$ cat config.mk
export PLATFORM = sky130hd
export DESIGN_NAME = program_loader_host
export DESIGN_NICKNAME = d
export VERILOG_FILES = /design/src/rtl/program_loader_host.sv
export SDC_FILE = /design/constraint.sdc
export NUM_CORES = 1
export LEC_CHECK = 0
export CAP_MARGIN = 20
export CORE_ASPECT_RATIO = 2
export CORE_MARGIN = 2
export CORE_UTILIZATION = 64
export DETAILED_ROUTE_END_ITERATION = 16
export DONT_BUFFER_PORTS = 1
export PLACE_DENSITY_LB_ADDON = 0.2
export SLEW_MARGIN = 20
export SYNTH_ARGS = -nofsm -noshare
export SYNTH_HDL_FRONTEND = slang
export SYNTH_SLANG_ARGS = --single-unit
$ cat constraint.sdc
create_clock -name clk -period 7.7 [get_ports clk]
set_input_delay 1.925 -clock clk [delete_from_list [all_inputs] [get_ports clk]]
set_output_delay 1.925 -clock clk [all_outputs]
set_load 0.03 [all_outputs]
$ cat src/rtl/program_loader_host.sv
// ============================================================================
// Module      : program_loader_host
// Description : Host side of the CPU boot handshake. Waits for 0x99, sends the
//               program byte count, streams ROM words LSB first, awaits 0xAA.
// Revision    : 1.0 - initial release
// ============================================================================
`default_nettype none

module program_loader_host #(
    parameter int ROM_ADDRESS_BITWIDTH = 12,
    parameter int WORD_COUNT_BITWIDTH  = 13
) (
    input  logic                            clk,
    input  logic                            reset,
    input  logic                            start,
    input  logic [WORD_COUNT_BITWIDTH-1:0]  program_word_count,
    input  logic                            rx_valid,
    input  logic [7:0]                      rx_data,
    input  logic                            tx_ready,
    output logic                            tx_valid,
    output logic [7:0]                      tx_data,
    output logic                            rom_read_enable,
    output logic [ROM_ADDRESS_BITWIDTH-1:0] rom_address,
    input  logic [31:0]                     rom_data,
    output logic                            busy,
    output logic                            done,
    output logic                            error
);

    localparam logic [2:0] c_st_idle      = 3'd0;
    localparam logic [2:0] c_st_wait_99   = 3'd1;
    localparam logic [2:0] c_st_send_size = 3'd2;
    localparam logic [2:0] c_st_fetch     = 3'd3;
    localparam logic [2:0] c_st_latch     = 3'd4;
    localparam logic [2:0] c_st_send_word = 3'd5;
    localparam logic [2:0] c_st_wait_aa   = 3'd6;

    localparam logic [7:0] c_sync_byte = 8'h99;
    localparam logic [7:0] c_ack_byte  = 8'hAA;
    localparam int         c_size_pad  = 32 - WORD_COUNT_BITWIDTH - 2;

    logic [2:0]                     r_state;
    logic [WORD_COUNT_BITWIDTH-1:0] r_word_count;
    logic [WORD_COUNT_BITWIDTH-1:0] r_words_sent;
    logic [1:0]                     r_byte_idx;
    logic [23:0]                    r_shift;

    logic                           w_tx_fire;
    logic                           w_restart;
    logic [31:0]                    w_size;
    logic [WORD_COUNT_BITWIDTH-1:0] w_words_sent_next;

    assign w_tx_fire         = tx_valid && tx_ready;
    assign w_restart         = rx_valid && (rx_data == c_sync_byte);
    assign w_size            = {{c_size_pad{1'b0}}, r_word_count, 2'b00};
    assign w_words_sent_next = r_words_sent + 1'b1;

    always_ff @(posedge clk or posedge reset) begin
        if (reset) begin
            r_state         <= c_st_idle;
            r_word_count    <= '0;
            r_words_sent    <= '0;
            r_byte_idx      <= '0;
            r_shift         <= '0;
            tx_valid        <= 1'b0;
            tx_data         <= 8'h00;
            rom_read_enable <= 1'b0;
            rom_address     <= '0;
            busy            <= 1'b0;
            done            <= 1'b0;
            error           <= 1'b0;
        end else begin
            done            <= 1'b0;
            rom_read_enable <= 1'b0;
            case (r_state)
                c_st_idle: begin
                    if (start) begin
                        r_word_count <= program_word_count;
                        r_words_sent <= '0;
                        rom_address  <= '0;
                        error        <= 1'b0;
                        busy         <= 1'b1;
                        r_state      <= c_st_wait_99;
                    end
                end
                c_st_wait_99: begin
                    if (w_restart) begin
                        r_byte_idx <= 2'd0;
                        tx_valid   <= 1'b1;
                        tx_data    <= w_size[7:0];
                        r_shift    <= w_size[31:8];
                        r_state    <= c_st_send_size;
                    end
                end
                c_st_send_size, c_st_send_word: begin
                    // A fresh 0x99 means the CPU rebooted mid-transfer.
                    if (w_restart) begin
                        error    <= 1'b1;
                        busy     <= 1'b0;
                        tx_valid <= 1'b0;
                        r_state  <= c_st_idle;
                    end else if (w_tx_fire) begin
                        if (r_byte_idx == 2'd3) begin
                            tx_valid <= 1'b0;
                            if (r_state == c_st_send_size) begin
                                if (r_word_count == '0) begin
                                    r_state <= c_st_wait_aa;
                                end else begin
                                    rom_read_enable <= 1'b1;
                                    r_state         <= c_st_fetch;
                                end
                            end else begin
                                r_words_sent <= w_words_sent_next;
                                rom_address  <= rom_address + 1'b1;
                                if (w_words_sent_next == r_word_count) begin
                                    r_state <= c_st_wait_aa;
                                end else begin
                                    rom_read_enable <= 1'b1;
                                    r_state         <= c_st_fetch;
                                end
                            end
                        end else begin
                            r_byte_idx <= r_byte_idx + 1'b1;
                            tx_data    <= r_shift[7:0];
                            r_shift    <= {8'h00, r_shift[23:8]};
                        end
                    end
                end
                c_st_fetch: begin
                    if (w_restart) begin
                        error   <= 1'b1;
                        busy    <= 1'b0;
                        r_state <= c_st_idle;
                    end else begin
                        r_state <= c_st_latch;
                    end
                end
                c_st_latch: begin
                    if (w_restart) begin
                        error   <= 1'b1;
                        busy    <= 1'b0;
                        r_state <= c_st_idle;
                    end else begin
                        r_byte_idx <= 2'd0;
                        tx_valid   <= 1'b1;
                        tx_data    <= rom_data[7:0];
                        r_shift    <= rom_data[31:8];
                        r_state    <= c_st_send_word;
                    end
                end
                c_st_wait_aa: begin
                    if (rx_valid) begin
                        if (rx_data == c_ack_byte) begin
                            done <= 1'b1;
                        end else begin
                            error <= 1'b1;
                        end
                        busy    <= 1'b0;
                        r_state <= c_st_idle;
                    end
                end
                default: begin
                    busy     <= 1'b0;
                    tx_valid <= 1'b0;
                    r_state  <= c_st_idle;
                end
            endcase
        end
    end

endmodule

`default_nettype wire

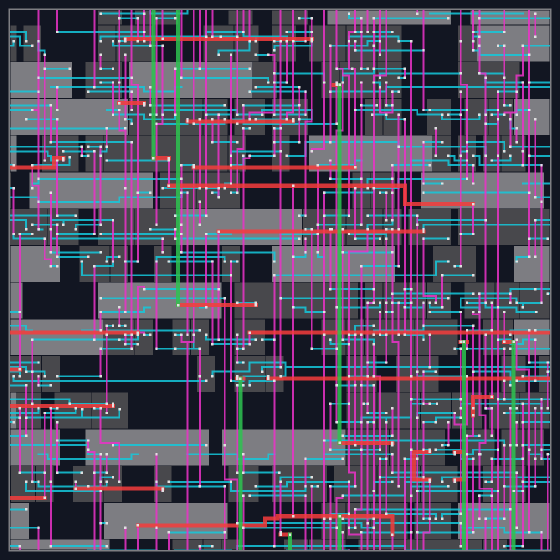
Fig. 1. A small window of the routed layout.
Region (11, 40) to (51, 80) µm. Cells in grey, sequential cells in the stronger grey; small squares are vias.
colour	layer
red	met3
green	met4
magenta	met2
cyan	met1
sequential cells in the window	15
netlist names of flops here include	r_shift (5), r_words_sent (5), r_state (2)
most frequent	nor2_1 (17), dfrtp_1 (15), nand2_1 (12)
cells with their middle in the window	123

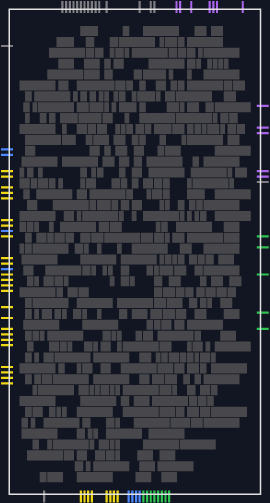
Fig. 2. Pin map.
Scale: 4 px per µm. Pins as bars across the die edge, other pins in grey.
colour	port	pins	direction	edge
blue	tx_data	8	output	4 left, 4 bottom
yellow	rom_data	32	input	24 left, 8 bottom
purple	rom_address	12	output	7 top, 5 right
green	program_word_count	13	input	8 bottom, 5 right
all pins by edge	29 left, 22 top, 21 bottom, 11 right

==> impl_metrics.env <==
# source this file to load flow results
export IMPL_worstSetupPathType="primary input to flip-flop"
export IMPL_postCtsSetupBuffers=0
export IMPL_hp_start="r_byte_idx[0]"
export IMPL_grt_use_total_pct=28.2
export IMPL_gp_routability_congestion=0.878
export IMPL_p_leak_nw=1.92
export IMPL_min_period_ps=3440
export IMPL_wl_per_cell_um=18.5
export IMPL_seq_area_um2=2000
export IMPL_cp_startpoint="rx_data[6]"
export IMPL_io_buffers=0
export IMPL_nClkBuffers=11
export IMPL_cts_resized=0
export IMPL_layout_nonclk_buf_share_pct=1.04
export IMPL_final_clk_cell_share_pct=5.88
export IMPL_p_clk_share_pct=22.1
export IMPL_drc=0
export IMPL_max_slew_margin_rel_pct=43.0
export IMPL_synth_edff_count=0
export IMPL_seqPwrFrac_pct=44.6
export IMPL_clk_pin_slew_ps=60
export IMPL_die_w_um=62.4
export IMPL_syn_to_final_growth_pct=7.19
export IMPL_drive_above_1_share_pct=11.5
export IMPL_stdcell_count=550
export IMPL_fin_crit_sh_pct=44.7
export IMPL_synthAoiAreaFrac_pct=19.3
export IMPL_finish_instance_area_um2=4680
export IMPL_end_kind="flip-flop"
export IMPL_grt_overflow_total=0
export IMPL_logic_area_um2=2190
export IMPL_synth_top_area_share_pct=45.8
export IMPL_ys_seq_share_pct=45.8
export IMPL_ys_sh_adder_pct=1.15
export IMPL_synth_flops=80
export IMPL_grt_pass1_vias=3556
export IMPL_place_area_um2=4400
export IMPL_grt_first_pass_wirelength_um=16700
export IMPL_drt_initial_drc_count=273
export IMPL_preCtsSetupSlack_ps=3900
export IMPL_fmax_ghz=0.291
export IMPL_antenna_found_initial=1
export IMPL_fin_ws_ps=4260
export IMPL_lay_top_count="dfrtp_1"
export IMPL_fin_util_pct=70.7
export IMPL_ioPinCount=83
export IMPL_nNonClkBuffers=6
export IMPL_core_area_um2=6620
export IMPL_antenna_cells=1
export IMPL_p_switching_mw=0.724
export IMPL_nMultiInputCombCells=345
export IMPL_ys_top_logic_family="simple AND/OR/NAND/NOR gates"
export IMPL_tightest_slew_ps=855
export IMPL_start_kind="primary input"
export IMPL_xor_area_share_pct=5.21
export IMPL_cp_buffers_inverters=1
export IMPL_synth_most_common_cell="dfrtp_1"
export IMPL_status="finished clean"
export IMPL_yosysWarnings=0
export IMPL_mux_share_pct=4.07
export IMPL_drt_first_pass_iters=4
export IMPL_hold_class="flip-flop to flip-flop"
export IMPL_syn_avg_cell_area_um2=9.34
export IMPL_ys_top_cells_by_count="dfrtp_1 (80), nor2_1 (56), nand2_1 (31)"
export IMPL_finalSetupViolCount=0
export IMPL_comb_share_pct=46.8
export IMPL_vdd_drop_max_mv=0.249
export IMPL_area_leaders="dfrtp_1 (46%), nor2_1 (4.8%), a22oi_1 (4.3%), mux2_2 (3.6%), o21ai_0 (3.3%)"
export IMPL_cp_arrival_ps=3700
export IMPL_clk_latency_ps=340
export IMPL_switching_share_pct=41.0
export IMPL_ant_nets=0
export IMPL_tapCellCount=88
export IMPL_fp_dieH_um=121
export IMPL_finalPower_mw=1.77
export IMPL_cts_buffers=9
export IMPL_ys_chip_area_um2=4370
export IMPL_syn_cell_area_um2=4370
export IMPL_ys_flop_type="dfrtp_1"
export IMPL_crit_path_top_delay_cell="buf_4"
export IMPL_cts_tree="done"
export IMPL_grt_max_degree=81
export IMPL_holdBufCountCts=0
export IMPL_synthesis_nets=530
export IMPL_root_buffer="clkbuf_16"
export IMPL_p_comb_share_pct=33.3
export IMPL_slew_violations=0
export IMPL_crit_fanout=68
export IMPL_dp_cells=533
export IMPL_r2r_start="r_state[1]"
export IMPL_synthDistinctLibCells=57
export IMPL_crit_chain="nand4bb_1 > nor4_1 > mux2i_1 > o21ai_4 > buf_4 > nor2_1 > a31oi_1"
export IMPL_final_cell_mix="dfrtp_1 (80), nor2_1 (56), nand2_1 (31), o21ai_0 (29), nand3_1 (26)"
export IMPL_cp_top_family="simple AND/OR/NAND/NOR gates"
export IMPL_p_per_area_nw_per_um2=377
export IMPL_fin_setup_tns_ps=0
export IMPL_synthCells=468
export IMPL_n_all_inverters=14
export IMPL_viasPerCell=6.43
export IMPL_htreeDepth=3
export IMPL_chip_area_um2=7550
export IMPL_warnings=26
export IMPL_async_reset_ff_share_pct=100
export IMPL_yosysTopAreaCell="dfrtp_1"
export IMPL_fp_util_pct=66.0
export IMPL_ys_cells=468
export IMPL_clock_sinks=80
export IMPL_dp_hpwl_um=7100
export IMPL_internal_power_mw=1.04
export IMPL_maxCapViolCount=0
export IMPL_nets=518
export IMPL_clockBufferDepth=2
export IMPL_rsz0062_at_grt="false"
export IMPL_finalHoldViolations=0
export IMPL_fin_hold_ws_ps=496
export IMPL_simple_gate_area_share_pct=20.2
export IMPL_routed_via_count=3536
export IMPL_finClkSkew_ps=2.99
export IMPL_required_ps=7960
export IMPL_max_stage_delay_ps=490
export IMPL_fp_row_count=42
export IMPL_largest_cell_class="multi-input combinational cells"
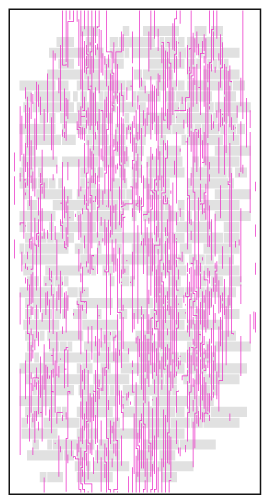
Fig. 3. Signal wires on met2.
Scale: 4 px per µm.
longest straight run	48.3 µm
nets with wire on the layer	438
main direction	vertical
met2 GRT Util: 49.2%
WL final: 10,200 µm

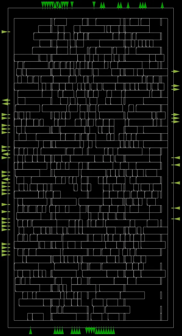
Fig. 4. Placed standard cells.
Seq cells: 80
number of fill cells in the layout: 520
Seq/total area: 42.7%

==> power groups by stage <==
| stage | Sequential [mW] | Combinational (mW) | Clock [mW] |
|---|---|---|---|
| after floorplan | 0.712 | 0.524 | 0 |
| after global placement | 0.788 | 0.559 | 0 |
| after detailed placement | 0.793 | 0.584 | 0 |
| after CTS | 0.787 | 0.588 | 0.399 |
| after global routing | 0.807 | 0.657 | 0.417 |
| final | 0.789 | 0.588 | 0.390 |
==> flip-flops by register name, summed over array words and instances, names as in the netlist <==
signal,cells
done,1
r_shift,24
tx_data,8
tx_valid,1
r_byte_idx,2
r_word_count,13
rom_read_enable,1
busy,1
rom_address,12
r_state,3
r_words_sent,13
error,1
==> logic make-up (layout without fill, tap and decap cells) <==
| logic type | after synthesis | count (layout) |
|---|---|---|
| compound gates | 126 | 126 |
| xor+xnor | 26 | 26 |
| fa+ha+maj | 4 | 4 |
| buf+inv | 43 | 36 |
| flops | 80 | 80 |
| mux | 16 | 16 |
| other cells | 0 | 1 |
| simple gates | 173 | 173 |
==> final timing paths <==
check	endpoint	slack, ps	cells past startpoint
max	tx_data[7]	4260	7
min	r_byte_idx[0]	500	1
max reg2reg	r_words_sent[11]	4570	6
min reg2reg	r_byte_idx[0]	500	1
max in group asynchronous	done	5560	2
min in group asynchronous	r_shift[12]	1640	2
==> worst reg2reg max path, delay by kind of cell (launching register included) <==
family	cells	cell delay, ps
AND-OR/OR-AND	1	490
buffers and inverters	1	370
flip-flops	1	900
AND/OR/NAND/NOR	4	1320
==> metal layers <==
layer,vias up,part of all wire (%),track usage (%)
li1,1684,-,-
met1,1725,38,31.4
met2,103,54,49.2
met3,24,5.1,6.31
met4,0,3.3,15.8
met5,-,0,0
No activity file was given, so power comes from the tool's default toggle rates.
